===== src/rtl/ps2_kb_writer_pkg.sv =====
// Shared scan-code constants, event-word layout and receiver state type for the
// PS/2 keyboard writer.
package kb_pkg;

    localparam logic [7:0] SC_EXT    = 8'hE0;
    localparam logic [7:0] SC_BREAK  = 8'hF0;
    localparam logic [7:0] SC_LSHIFT = 8'h12;
    localparam logic [7:0] SC_RSHIFT = 8'h59;
    localparam logic [7:0] SC_CTRL   = 8'h14;
    localparam logic [7:0] SC_CAPS   = 8'h58;

    localparam int EW_ASCII_LSB = 0;
    localparam int EW_CODE_LSB  = 8;
    localparam int EW_MAKE      = 16;
    localparam int EW_EXT       = 17;
    localparam int EW_SHIFT     = 18;
    localparam int EW_CAPS      = 19;
    localparam int EW_CTRL      = 20;
    localparam int EW_SEQ_LSB   = 24;

    typedef enum logic [1:0] {
        RX_IDLE   = 2'd0,
        RX_DATA   = 2'd1,
        RX_PARITY = 2'd2,
        RX_STOP   = 2'd3
    } rx_state_e;

    // Controller responses and self-test codes that never describe a key.
    function automatic logic is_discard(input logic [7:0] code);
        return (code == 8'h00) || (code == 8'hAA) || (code == 8'hE1) ||
               (code == 8'hFA) || (code == 8'hFE) || (code == 8'hFF);
    endfunction

    function automatic logic is_modifier(input logic [7:0] code);
        return (code == SC_LSHIFT) || (code == SC_RSHIFT) ||
               (code == SC_CTRL)   || (code == SC_CAPS);
    endfunction

endpackage


===== src/rtl/ps2_kb_writer_if.sv =====
// Write port toward the KB_INFO region plus the discarded-frame error pulse.
interface ps2_kb_writer_if;

    logic [31:0] kb_wraddr;
    logic [31:0] kb_wrdata;
    logic        kb_we;
    logic        kb_err;

    modport master (
        output kb_wraddr,
        output kb_wrdata,
        output kb_we,
        output kb_err
    );

    modport slave (
        input kb_wraddr,
        input kb_wrdata,
        input kb_we,
        input kb_err
    );

endinterface


===== src/rtl/ps2_scan2ascii.sv =====
// Combinational scan-code set 2 to ASCII lookup; letters use shift XOR caps,
// all other keys use shift alone. Unknown codes map to 0.
module ps2_scan2ascii (
    input  logic [7:0] code_i,
    input  logic       shift_i,
    input  logic       caps_i,
    output logic [7:0] ascii_o
);

    logic [7:0] lower;
    logic [7:0] upper;
    logic       letter;

    always_comb begin
        lower = 8'h00;
        upper = 8'h00;
        case (code_i)
            8'h1C: lower = "a";  8'h32: lower = "b";  8'h21: lower = "c";
            8'h23: lower = "d";  8'h24: lower = "e";  8'h2B: lower = "f";
            8'h34: lower = "g";  8'h33: lower = "h";  8'h43: lower = "i";
            8'h3B: lower = "j";  8'h42: lower = "k";  8'h4B: lower = "l";
            8'h3A: lower = "m";  8'h31: lower = "n";  8'h44: lower = "o";
            8'h4D: lower = "p";  8'h15: lower = "q";  8'h2D: lower = "r";
            8'h1B: lower = "s";  8'h2C: lower = "t";  8'h3C: lower = "u";
            8'h2A: lower = "v";  8'h1D: lower = "w";  8'h22: lower = "x";
            8'h35: lower = "y";  8'h1A: lower = "z";
            8'h45: {lower, upper} = {"0", ")"};
            8'h16: {lower, upper} = {"1", "!"};
            8'h1E: {lower, upper} = {"2", "@"};
            8'h26: {lower, upper} = {"3", "#"};
            8'h25: {lower, upper} = {"4", "$"};
            8'h2E: {lower, upper} = {"5", "%"};
            8'h36: {lower, upper} = {"6", "^"};
            8'h3D: {lower, upper} = {"7", "&"};
            8'h3E: {lower, upper} = {"8", "*"};
            8'h46: {lower, upper} = {"9", "("};
            8'h0E: {lower, upper} = {8'h60, "~"};
            8'h4E: {lower, upper} = {"-", "_"};
            8'h55: {lower, upper} = {"=", "+"};
            8'h54: {lower, upper} = {"[", "{"};
            8'h5B: {lower, upper} = {"]", "}"};
            8'h5D: {lower, upper} = {"\\", "|"};
            8'h4C: {lower, upper} = {";", ":"};
            8'h52: {lower, upper} = {"'", "\""};
            8'h41: {lower, upper} = {",", "<"};
            8'h49: {lower, upper} = {".", ">"};
            8'h4A: {lower, upper} = {"/", "?"};
            8'h29: {lower, upper} = {8'h20, 8'h20};
            8'h5A: {lower, upper} = {8'h0A, 8'h0A};
            8'h66: {lower, upper} = {8'h08, 8'h08};
            default: begin
                lower = 8'h00;
                upper = 8'h00;
            end
        endcase
        letter = (lower >= "a") && (lower <= "z");
        if (letter) begin
            upper = lower - 8'h20;
        end
    end

    always_comb begin
        if (letter) begin
            ascii_o = (shift_i ^ caps_i) ? upper : lower;
        end else begin
            ascii_o = shift_i ? upper : lower;
        end
    end

endmodule


===== src/rtl/ps2_kb_writer.sv =====
// PS/2 keyboard receiver and event decoder that writes one packed event word per key
// event to KB_INFO. Define KB_ASCII_EN to compile in the scan-to-ASCII lookup.
module ps2_kb_writer
    import kb_pkg::*;
#(
    parameter logic [31:0] KB_INFO_ADDR   = 32'h0050_0000,
    parameter int unsigned TIMEOUT_CYCLES = 50000
) (
    input  logic             clk,
    input  logic             rst,
    input  logic             ps2_clk,
    input  logic             ps2_data,
    ps2_kb_writer_if.master  kb_if
);

    localparam int TO_W = $clog2(TIMEOUT_CYCLES + 1);

    logic [2:0]      clk_sync_q;
    logic [2:0]      dat_sync_q;
    logic            clk_prev_q;
    logic            fall;
    logic            bit_in;

    rx_state_e       state_q, state_d;
    logic [TO_W-1:0] to_cnt_q, to_cnt_d;
    logic            timeout_hit;
    logic [2:0]      bit_cnt_q;
    logic [7:0]      shreg_q;
    logic            par_q;
    logic            shift_en;
    logic            par_en;
    logic            frame_ok;
    logic            rx_err;

    logic            byte_vld_q;
    logic [7:0]      byte_q;
    logic            err_q;

    logic            ext_pend_q, ext_pend_d;
    logic            brk_pend_q, brk_pend_d;
    logic            shift_q, shift_d;
    logic            ctrl_q, ctrl_d;
    logic            caps_q, caps_d;
    logic [7:0]      seq_q, seq_d;
    logic            event_p1;
    logic [7:0]      ascii_p1;
    logic [31:0]     word_p1;

    logic            kb_we_q;
    logic            kb_err_q;
    logic [31:0]     kb_wrdata_q;

    // Synchronizers idle high so reset never fabricates a falling edge.
    always_ff @(posedge clk) begin
        if (rst) begin
            clk_sync_q <= 3'b111;
            dat_sync_q <= 3'b111;
            clk_prev_q <= 1'b1;
        end else begin
            clk_sync_q <= {clk_sync_q[1:0], ps2_clk};
            dat_sync_q <= {dat_sync_q[1:0], ps2_data};
            clk_prev_q <= clk_sync_q[2];
        end
    end

    assign fall   = clk_prev_q & ~clk_sync_q[2];
    assign bit_in = dat_sync_q[2];

    assign to_cnt_d    = (fall || state_q == RX_IDLE) ? '0 : to_cnt_q + 1'b1;
    assign timeout_hit = (state_q != RX_IDLE) && !fall &&
                         (to_cnt_q == TO_W'(TIMEOUT_CYCLES));

    always_ff @(posedge clk) begin
        if (rst) begin
            state_q  <= RX_IDLE;
            to_cnt_q <= '0;
        end else begin
            state_q  <= state_d;
            to_cnt_q <= to_cnt_d;
        end
    end

    always_comb begin
        state_d = state_q;
        if (timeout_hit) begin
            state_d = RX_IDLE;
        end else if (fall) begin
            case (state_q)
                RX_IDLE:   if (!bit_in) state_d = RX_DATA;
                RX_DATA:   if (bit_cnt_q == 3'd7) state_d = RX_PARITY;
                RX_PARITY: state_d = RX_STOP;
                RX_STOP:   state_d = RX_IDLE;
                default:   state_d = RX_IDLE;
            endcase
        end
    end

    always_comb begin
        shift_en = fall && (state_q == RX_DATA);
        par_en   = fall && (state_q == RX_PARITY);
        frame_ok = fall && (state_q == RX_STOP) && bit_in && (^{shreg_q, par_q});
        rx_err   = timeout_hit || (fall && (state_q == RX_STOP) && !frame_ok);
    end

    always_ff @(posedge clk) begin
        if (rst || state_q == RX_IDLE) begin
            bit_cnt_q <= 3'd0;
        end else if (shift_en) begin
            bit_cnt_q <= bit_cnt_q + 3'd1;
        end
    end

    always_ff @(posedge clk) begin
        if (shift_en) shreg_q <= {bit_in, shreg_q[7:1]};
        if (par_en)   par_q   <= bit_in;
    end

    // Stage p1: received byte (or frame error) valid one cycle after the stop edge.
    always_ff @(posedge clk) begin
        if (rst) begin
            byte_vld_q <= 1'b0;
            err_q      <= 1'b0;
        end else begin
            byte_vld_q <= frame_ok;
            err_q      <= rx_err;
        end
    end

    always_ff @(posedge clk) begin
        if (frame_ok) byte_q <= shreg_q;
    end

    always_comb begin
        ext_pend_d = ext_pend_q;
        brk_pend_d = brk_pend_q;
        shift_d    = shift_q;
        ctrl_d     = ctrl_q;
        caps_d     = caps_q;
        seq_d      = seq_q;
        event_p1   = 1'b0;
        if (byte_vld_q) begin
            if (byte_q == SC_EXT) begin
                ext_pend_d = 1'b1;
            end else if (byte_q == SC_BREAK) begin
                brk_pend_d = 1'b1;
            end else begin
                ext_pend_d = 1'b0;
                brk_pend_d = 1'b0;
                if (!is_discard(byte_q)) begin
                    event_p1 = 1'b1;
                    seq_d    = seq_q + 8'd1;
                    if (!ext_pend_q && (byte_q == SC_LSHIFT || byte_q == SC_RSHIFT)) begin
                        shift_d = ~brk_pend_q;
                    end
                    if (byte_q == SC_CTRL) begin
                        ctrl_d = ~brk_pend_q;
                    end
                    if (byte_q == SC_CAPS && !brk_pend_q) begin
                        caps_d = ~caps_q;
                    end
                end
            end
        end
    end

`ifdef KB_ASCII_EN
    logic [7:0] lut_ascii;

    // Looked up with the post-update modifiers so a modifier key affects its own word.
    ps2_scan2ascii u_scan2ascii (
        .code_i  (byte_q),
        .shift_i (shift_d),
        .caps_i  (caps_d),
        .ascii_o (lut_ascii)
    );

    assign ascii_p1 = (ext_pend_q || is_modifier(byte_q)) ? 8'h00 : lut_ascii;
`else
    assign ascii_p1 = 8'h00;
`endif

    always_comb begin
        word_p1                       = '0;
        word_p1[EW_ASCII_LSB +: 8]    = ascii_p1;
        word_p1[EW_CODE_LSB +: 8]     = byte_q;
        word_p1[EW_MAKE]              = ~brk_pend_q;
        word_p1[EW_EXT]               = ext_pend_q;
        word_p1[EW_SHIFT]             = shift_d;
        word_p1[EW_CAPS]              = caps_d;
        word_p1[EW_CTRL]              = ctrl_d;
        word_p1[EW_SEQ_LSB +: 8]      = seq_d;
    end

    // Stage p2: decoder state and the registered write port.
    always_ff @(posedge clk) begin
        if (rst) begin
            ext_pend_q  <= 1'b0;
            brk_pend_q  <= 1'b0;
            shift_q     <= 1'b0;
            ctrl_q      <= 1'b0;
            caps_q      <= 1'b0;
            seq_q       <= 8'h00;
            kb_we_q     <= 1'b0;
            kb_err_q    <= 1'b0;
            kb_wrdata_q <= '0;
        end else begin
            ext_pend_q <= ext_pend_d;
            brk_pend_q <= brk_pend_d;
            shift_q    <= shift_d;
            ctrl_q     <= ctrl_d;
            caps_q     <= caps_d;
            seq_q      <= seq_d;
            kb_we_q    <= event_p1;
            kb_err_q   <= err_q;
            if (event_p1) kb_wrdata_q <= word_p1;
        end
    end

    assign kb_if.kb_wraddr = KB_INFO_ADDR;
    assign kb_if.kb_wrdata = kb_wrdata_q;
    assign kb_if.kb_we     = kb_we_q;
    assign kb_if.kb_err    = kb_err_q;

endmodule


===== src/flat_wrapper.sv =====
// flat-port wrapper written by rule: the top's interface ports become plain ports
module ps2_kb_writer_flat import kb_pkg::*;
#(
    parameter logic [31:0] KB_INFO_ADDR   = 32'h0050_0000,
    parameter int unsigned TIMEOUT_CYCLES = 50000
)
  (clk, rst, ps2_clk, ps2_data, kb_if_kb_wraddr, kb_if_kb_wrdata, kb_if_kb_we, kb_if_kb_err);
  ps2_kb_writer_if kb_if_i ();
  input  logic clk;
  input  logic rst;
  input  logic ps2_clk;
  input  logic ps2_data;
  output wire logic [$bits(kb_if_i.kb_wraddr)-1:0] kb_if_kb_wraddr;
  output wire logic [$bits(kb_if_i.kb_wrdata)-1:0] kb_if_kb_wrdata;
  output wire logic [$bits(kb_if_i.kb_we)-1:0] kb_if_kb_we;
  output wire logic [$bits(kb_if_i.kb_err)-1:0] kb_if_kb_err;
  assign kb_if_kb_wraddr = kb_if_i.kb_wraddr;
  assign kb_if_kb_wrdata = kb_if_i.kb_wrdata;
  assign kb_if_kb_we = kb_if_i.kb_we;
  assign kb_if_kb_err = kb_if_i.kb_err;
  ps2_kb_writer #(.KB_INFO_ADDR(KB_INFO_ADDR), .TIMEOUT_CYCLES(TIMEOUT_CYCLES)) u_core (.clk(clk), .rst(rst), .ps2_clk(ps2_clk), .ps2_data(ps2_data), .kb_if(kb_if_i));
endmodule

===== config.mk =====
export PLATFORM = sky130hd
export DESIGN_NAME = ps2_kb_writer_flat
export DESIGN_NICKNAME = d
export VERILOG_FILES = /design/src/rtl/ps2_kb_writer_pkg.sv /design/src/rtl/ps2_kb_writer_if.sv /design/src/rtl/ps2_scan2ascii.sv /design/src/rtl/ps2_kb_writer.sv /design/src/flat_wrapper.sv
export SDC_FILE = /design/constraint.sdc
export NUM_CORES = 1
export LEC_CHECK = 0
export ABC_AREA = 1
export CAP_MARGIN = 25
export CELL_PAD_IN_SITES_DETAIL_PLACEMENT = 1
export CELL_PAD_IN_SITES_GLOBAL_PLACEMENT = 1
export CORE_ASPECT_RATIO = 1.75
export CORE_MARGIN = 2
export CORE_UTILIZATION = 39
export DETAILED_ROUTE_END_ITERATION = 10
export GPL_ROUTABILITY_DRIVEN = 0
export PLACE_DENSITY_LB_ADDON = 0.3
export SLEW_MARGIN = 20
export SYNTH_ARGS = -nofsm -noshare
export SYNTH_HDL_FRONTEND = slang
export SYNTH_SLANG_ARGS = --single-unit
export TNS_END_PERCENT = 10

===== constraint.sdc =====
create_clock -name clk -period 1.8 [get_ports clk]
set_clock_uncertainty 0.15 [all_clocks]
set_input_delay 0.18 -clock clk [delete_from_list [all_inputs] [get_ports clk]]
set_output_delay 0.18 -clock clk [all_outputs]
set_load 0.1 [all_outputs]

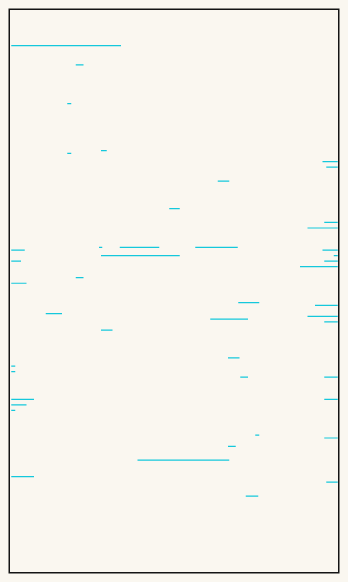
*The metal 3 layer, run 1*
The layer carries 211 um of wire. 33 nets have wire on it.

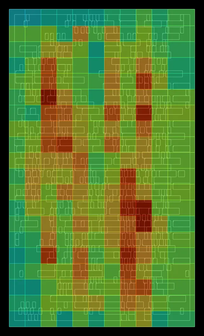
*Congestion heat map, run 1*
DR WL/cell: 14.0 um
routing layer with the top usage in global route: met2
combined global-route utilization of all metal layers: 0.178
GR met1 Demand/Resource: 0.172

==> flow_results.xml, run 1 <==
<?xml version="1.0" encoding="UTF-8"?>
<metrics>
  <group name="worst_setup_path">
    <metric name="path_max_fanout" unit="">37</metric>
    <metric name="slowest_stage" unit="">edfxtp_1</metric>
    <metric name="worstReg2RegEnd" unit="">u_core.kb_if.kb_wrdata[8]</metric>
    <metric name="rr_startpoint" unit="">u_core.byte_q[7]</metric>
    <metric name="critPathTopFamily" unit="">simple AND/OR/NAND/NOR gates</metric>
    <metric name="start_kind" unit="">flop</metric>
    <metric name="critical_path.n_buffers_inverters" unit="">1</metric>
    <metric name="timing_worst_setup_path_type" unit="">reg2reg</metric>
    <metric name="arrival" unit="ns">1.88</metric>
    <metric name="critPathLaunch" unit="">u_core.byte_q[7]</metric>
    <metric name="end_kind" unit="">flop</metric>
    <metric name="minimum_setup_slack_among_reg_to_reg_paths" unit="ns">-0.01</metric>
    <metric name="max_stage_delay" unit="ns">0.42</metric>
    <metric name="worstSetupPathDepth" unit="">9</metric>
  </group>
  <group name="power">
    <metric name="power_density" unit="nW/um2">838</metric>
    <metric name="internal_cell_power" unit="mW">3.12</metric>
    <metric name="clock_power_share" unit="">0.455</metric>
    <metric name="power_leader" unit="">the clock network</metric>
    <metric name="post-layout-total-power" unit="mW">4.27</metric>
  </group>
  <group name="logic_synthesis">
    <metric name="most_common_cell_in_the_netlist" unit="">nand2_1</metric>
    <metric name="synth_top_area_share" unit="">0.329</metric>
    <metric name="post_synth_xor_area_fraction" unit="">0.00871</metric>
    <metric name="synth_area_leader_cell" unit="">dfxtp_1</metric>
    <metric name="synthSimpleGateAreaFrac" unit="">0.263</metric>
    <metric name="synth.area.top_cells" unit="">dfxtp_1 33%, edfxtp_1 13%, nand2_1 9.6%, buf_4 8.0%, nor2_1 6.2%</metric>
    <metric name="postSynth.topFlopCell" unit="">dfxtp_1</metric>
    <metric name="synthDistinctLibCells" unit="">39</metric>
    <metric name="synthArstFlopShare" unit="">0</metric>
    <metric name="muxShareOfSynthArea" unit="">0</metric>
    <metric name="postSynthSeqShare" unit="">0.456</metric>
    <metric name="ys.flops" unit="">83</metric>
  </group>
  <group name="layout">
    <metric name="num-clock-buffers" unit="">11</metric>
    <metric name="area.share.sequential" unit="">0.360</metric>
    <metric name="layout.area.comb" unit="um2">1810</metric>
    <metric name="postLayoutCoreUtil" unit="">0.501</metric>
    <metric name="area.sequential" unit="um2">1830</metric>
    <metric name="comb_area_frac" unit="">0.356</metric>
    <metric name="final_layout_top_logic_cells" unit="">95 x nand2_1, 64 x dfxtp_1, 56 x nor2_1</metric>
    <metric name="layout.cells.most_common" unit="">nand2_1</metric>
    <metric name="n_antenna_cell" unit="">0</metric>
    <metric name="syn_to_final_growth" unit="%">26.7</metric>
    <metric name="buffer_share_of_cell_area" unit="">0.139</metric>
    <metric name="layout.filler_cells" unit="">1272</metric>
    <metric name="comb_cells" unit="">351</metric>
    <metric name="final_area" unit="um2">5090</metric>
  </group>
  <group name="clock_network">
    <metric name="clock_latency" unit="ns">0.34</metric>
    <metric name="max-clock-path-buffers" unit="">2</metric>
    <metric name="cts_sinks" unit="">83</metric>
    <metric name="cts_root_buffer" unit="">clkbuf_16</metric>
    <metric name="cts-resized-gates" unit="">4</metric>
    <metric name="tritoncts.num_buffers" unit="">9</metric>
    <metric name="cts_tree" unit="">yes</metric>
  </group>
  <group name="sta">
    <metric name="max_clock_freq" unit="GHz">0.552</metric>
    <metric name="slack_of_the_critical_path" unit="ns">-0.0117</metric>
    <metric name="finalCriticalPeriod" unit="ns">1.81</metric>
    <metric name="fin_hold_ws" unit="ns">0.254</metric>
    <metric name="final-setup-viol-count" unit="">4</metric>
    <metric name="final.period_utilization" unit="">1.01</metric>
    <metric name="timing.final.max_slew_violations" unit="">0</metric>
    <metric name="worst_slew_pin_slew" unit="ns">0.574</metric>
  </group>
  <group name="outcome">
    <metric name="outcome" unit="">complete, but fails checks</metric>
    <metric name="failed_checks" unit="">setup timing</metric>
  </group>
  <group name="route">
    <metric name="route.detailed.vias_per_inst" unit="">4.75</metric>
    <metric name="dr_wl_met3" unit="um">211</metric>
    <metric name="dr_wl_met2" unit="um">5860</metric>
  </group>
  <group name="placed_design">
    <metric name="buffers_on_ports" unit="">26</metric>
    <metric name="detailed_place.area" unit="um2">4530</metric>
    <metric name="numPlacedInstances" unit="">666</metric>
  </group>
  <group name="floorplanning">
    <metric name="die_h" unit="um">138</metric>
    <metric name="fp.coreArea" unit="um2">10200</metric>
  </group>
  <group name="run">
    <metric name="max-cap-violations" unit="">0</metric>
  </group>
  <group name="global_routing">
    <metric name="gr-usage-met3" unit="">0.0242</metric>
    <metric name="antenna_violations_before_repair" unit="">0</metric>
    <metric name="use_met2" unit="">0.352</metric>
  </group>
  <group name="worst_hold_path">
    <metric name="hold_start" unit="">ps2_data</metric>
  </group>
</metrics>
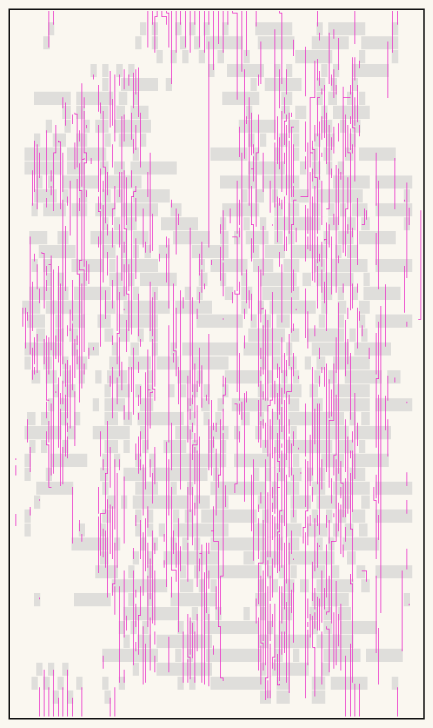
*Signal wires on met2, run 1*
Cells faint in the background.
The layer carries 5860 um of wire. The layer holds 60% of the routed length. The wires run mostly vertical.

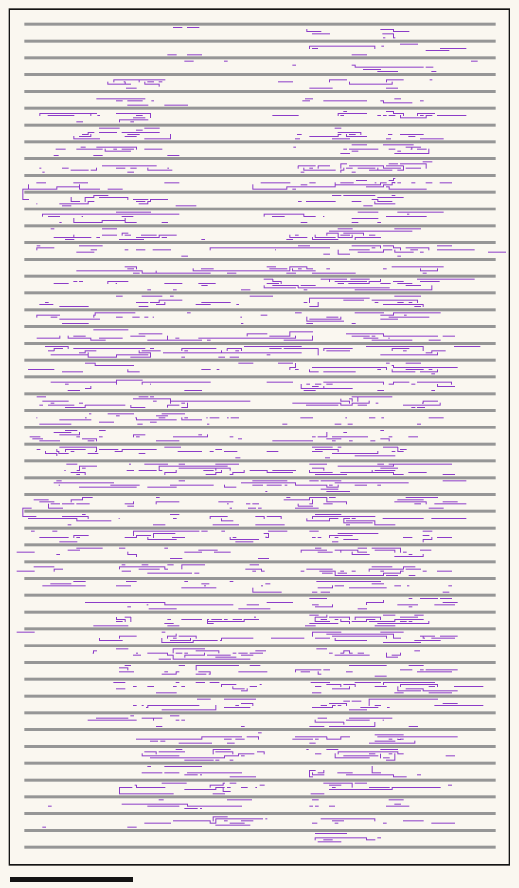
*Metal 1, run 1*
The bar under the picture is 20 um long. Supply wires on this layer in grey.
The longest straight run is 22.3 um. 502 nets have wire on it. The layer carries 3350 um of wire.

==> run 2, diff against run 1 <==
--- a/config.mk
+++ b/config.mk
@@ -11,12 +11,14 @@
 export CELL_PAD_IN_SITES_GLOBAL_PLACEMENT = 1
 export CORE_ASPECT_RATIO = 1.75
 export CORE_MARGIN = 2
-export CORE_UTILIZATION = 39
+export CORE_UTILIZATION = 47
 export DETAILED_ROUTE_END_ITERATION = 10
+export DONT_BUFFER_PORTS = 1
 export GPL_ROUTABILITY_DRIVEN = 0
 export PLACE_DENSITY_LB_ADDON = 0.3
 export SLEW_MARGIN = 20
 export SYNTH_ARGS = -nofsm -noshare
 export SYNTH_HDL_FRONTEND = slang
+export SYNTH_HIERARCHICAL = 1
 export SYNTH_SLANG_ARGS = --single-unit
 export TNS_END_PERCENT = 10
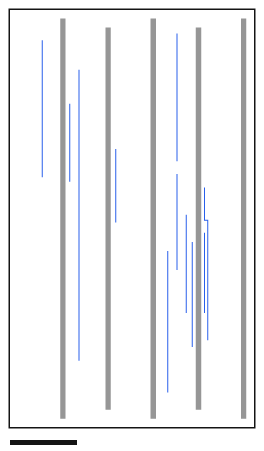
*Signal wires on met4, run 2*
The bar under the picture is 20 um long. Supply wires on this layer in grey.
The layer holds 4.2% of the routed length. The layer carries 412 um of wire. The wires run mostly vertical.

==> run 2 against run 1 <==
The flow finishes with violations (hold timing, setup timing). Design area is 5.8% lower. Non-clock buffer count grew 12. Via count fell by 1.8%. Largest cell class unchanged. Register-to-register slack worse by 0.14 ns. Sequential cell count unchanged. Hold slack got worse by 0.26 ns. Highest routed layer unchanged. Utilization up 8.5 points. Critical path depth rose by 3. Synthesized cell count shrank 6.3%. Die area down 18%. Clock power down 9%. Global-route usage increased by 4.8 points.
==> flow_results.xml, run 2 <==
<?xml version="1.0" encoding="UTF-8"?>
<metrics>
  <group name="outcome">
    <metric name="outcome" unit="">complete, but fails checks</metric>
    <metric name="failed_checks" unit="">hold timing, setup timing</metric>
  </group>
  <group name="layout">
    <metric name="layout.area.comb" unit="um2">1810</metric>
    <metric name="area.share.sequential" unit="">0.383</metric>
    <metric name="num-clock-buffers" unit="">14</metric>
    <metric name="area.sequential" unit="um2">1840</metric>
    <metric name="postLayoutCoreUtil" unit="">0.585</metric>
    <metric name="final_area" unit="um2">4800</metric>
    <metric name="final_layout_top_logic_cells" unit="">62 x dfxtp_1, 57 x nand2_1, 55 x buf_4</metric>
  </group>
  <group name="clock_network">
    <metric name="cts_tree" unit="">yes</metric>
    <metric name="cts_root_buffer" unit="">clkbuf_16</metric>
    <metric name="clock_latency" unit="ns">0.34</metric>
  </group>
  <group name="worst_setup_path">
    <metric name="end_kind" unit="">flop</metric>
    <metric name="critPathTopFamily" unit="">simple AND/OR/NAND/NOR gates</metric>
    <metric name="start_kind" unit="">flop</metric>
    <metric name="timing_worst_setup_path_type" unit="">reg2reg</metric>
    <metric name="critPathLaunch" unit="">u_core/byte_q[6]</metric>
    <metric name="worstReg2RegEnd" unit="">u_core/kb_if.kb_wrdata[31]</metric>
    <metric name="arrival" unit="ns">2.05</metric>
    <metric name="max_stage_delay" unit="ns">0.47</metric>
  </group>
  <group name="logic_synthesis">
    <metric name="post_synth_xor_area_fraction" unit="">0.0219</metric>
    <metric name="synth.area.top_cells" unit="">dfxtp_1 34%, edfxtp_1 13%, buf_4 8.6%, nand2_1 6.0%, nor2_1 5.9%</metric>
    <metric name="synthSimpleGateAreaFrac" unit="">0.243</metric>
  </group>
  <group name="floorplanning">
    <metric name="die_h" unit="um">125</metric>
    <metric name="fp.coreArea" unit="um2">8200</metric>
  </group>
  <group name="global_routing">
    <metric name="use_met2" unit="">0.426</metric>
    <metric name="antenna_violations_before_repair" unit="">0</metric>
    <metric name="gr_met1_demand_resource" unit="">0.220</metric>
  </group>
  <group name="sta">
    <metric name="slack_of_the_critical_path" unit="ns">-0.157</metric>
    <metric name="final-setup-viol-count" unit="">29</metric>
    <metric name="timing.final.max_slew_violations" unit="">0</metric>
    <metric name="fin_hold_ws" unit="ns">-0.00582</metric>
    <metric name="final_hold_viol_count" unit="">3</metric>
    <metric name="finalCriticalPeriod" unit="ns">1.96</metric>
    <metric name="final.period_utilization" unit="">1.09</metric>
  </group>
  <group name="placed_design">
    <metric name="buffers_on_ports" unit="">0</metric>
  </group>
  <group name="power">
    <metric name="clock_power_share" unit="">0.432</metric>
    <metric name="internal_cell_power" unit="mW">2.96</metric>
    <metric name="power_leader" unit="">registers</metric>
  </group>
</metrics>
Power and IR drop assume default switching activity.
